Figure 1. Supply network.
Scale: 6 px per um. Pins as bars on the die edge.
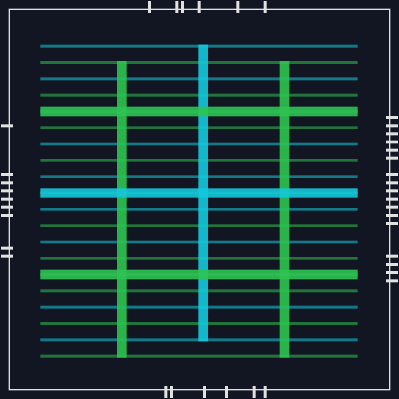
Figure 2. Placed cells, one colour a class.
Scale: 4 px per um. Fill, decap, tap and diode cells in grey.
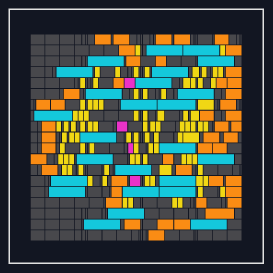
==> config.mk <==
export PLATFORM = sky130hd
export DESIGN_NAME = rr_response_router_flat
export DESIGN_NICKNAME = d
export VERILOG_FILES = /design/src/rtl/rr_response_router_if.sv /design/src/rtl/rr_response_router.sv /design/src/flat_wrapper.sv
export SDC_FILE = /design/constraint.sdc
export NUM_CORES = 1
export LEC_CHECK = 0
export ABC_AREA = 1
export CORE_MARGIN = 5
export CORE_UTILIZATION = 35
export DETAILED_ROUTE_END_ITERATION = 7
export PLACE_DENSITY = 0.71
export SYNTH_ARGS = -nofsm -noshare
export SYNTH_HDL_FRONTEND = slang
export SYNTH_SLANG_ARGS = --single-unit
export TNS_END_PERCENT = 10
==> constraint.sdc <==
create_clock -name clk -period 0.95 [get_ports clk]
set_clock_uncertainty 0.15 [all_clocks]
set_input_delay 0.285 -clock clk [delete_from_list [all_inputs] [get_ports clk]]
set_output_delay 0.285 -clock clk [all_outputs]
set_load 0.03 [all_outputs]
==> run summary <==
The layout was made with Yosys and OpenROAD.

The checks that failed: negative setup slack. The highest achievable clock rate is 760.2 MHz. Per the post-synthesis stats, the area per cell is 8.521 um2. The worst path setup slack after routing is -0.3654 ns. The flow ran to the end, but the final reports show violations. The first-pass GRT wire length is 3.933 mm. In this run the number of cells on the critical path is 1. The report lists the cells along the critical path as buf_6. STA classifies the critical path endpoint as an output pin. The global route total overflow is 0. The reported leakage power is 0.8412 nW.

The final setup violation count is 43. The number of maximum-capacitance violations recorded for the run is 0. The most frequent cell after synthesis is sky130_fd_sc_hd__nand2_1. According to the finish report, the design has a final net count of 180. For reference, the most critical setup path is categorized as register to output pin. Counting every net in the synthesized netlist gives 132. The number of flip-flops under the largest register name is 16. The data arrival time of the critical path is 0.88 ns. Hold-check failures listed in the final report amount to 0.
Notes on Figure 1 above:
VDD: shown in cyan. VSS: shown in green.
38 signal pins sit on the boundary. 3 straps on met4. The core has 19 rows.
Peak supply drop: 1.045 mV
die width: 63.14 um
core footprint: 2734 um2
Die Height: 63.14 um

Notes on Figure 2 above:
flops: shown in cyan, cells 25, share of their area 42%. clock drivers and dummy loads: shown in magenta, cells 4, share of their area 1.8%. other buffers and delay cells: shown in orange, cells 46, share of their area 32%. all other logic: shown in yellow, cells 88, share of their area 24%.
Site Rows: 19
proportion of cell area occupied by registers: 40.98%

==> report_power, final <==
group	switching [mW]	internal, mW	total [mW]
Combinational	0.374	0.337	0.711
Sequential	0.0843	1.17	1.25
Clock	0.300	0.164	0.464
Total	0.759	1.67	2.43
==> routing by layer <==
metal | routed length, um | GRT usage, % | up-vias
met1 | 1010 | 15.12 | 390
met5 | 0 | 0 | -
li1 | - | - | 432
met2 | 1160 | 20.38 | 30
met4 | 13 | 4.775 | 0
met3 | 173 | 3.197 | 2
==> placed cells by master, fill, tap and decap left out, drive strengths merged <==
cell type       n
buf            31
clkbuf          4
clkdlybuf4s50  15
dfrtp          25
inv            16
nand2          55
nand3           1
nor2           12
o21ai           4
==> layout make-up <==
| type | instances | area share [%] |
|---|---|---|
| Timing Repair Buffer | 46 | 31.43 |
| Multi-Input combinational cell | 72 | 19.43 |
| Inverter | 16 | 3.918 |
| Clock buffer | 4 | 1.714 |
| Sequential cell | 25 | 40.98 |
| Tap cell | 31 | 2.531 |
==> per-stage QoR <==
stage          instance area (um2)  setup TNS [ns]
4_1_cts                       1523          -10.39
3_5_place_dp                  1358          -6.521
5_1_grt                       1533          -11.81
6_report                      1533          -10.01
3_3_place_gp                  1358          -6.240
2_1_floorplan                996.0         -0.3990
==> cell families (layout without fill, tap and decap cells) <==
logic type             count (synthesis)  in the layout  synth area share [%]
buffers and inverters                 19             66                 8.100
flip-flops                            25             25                 63.29
AND/OR/NAND/NOR                       68             68                 26.20
AND-OR/OR-AND                          4              4                 2.405
==> what timing repair did <==
item,in CTS,in global routing
gates resized,27,3
pin swaps,2,2
buffers inserted,5,1
endpoints found under the setup margin,43,43
Power and IR drop assume default switching activity.
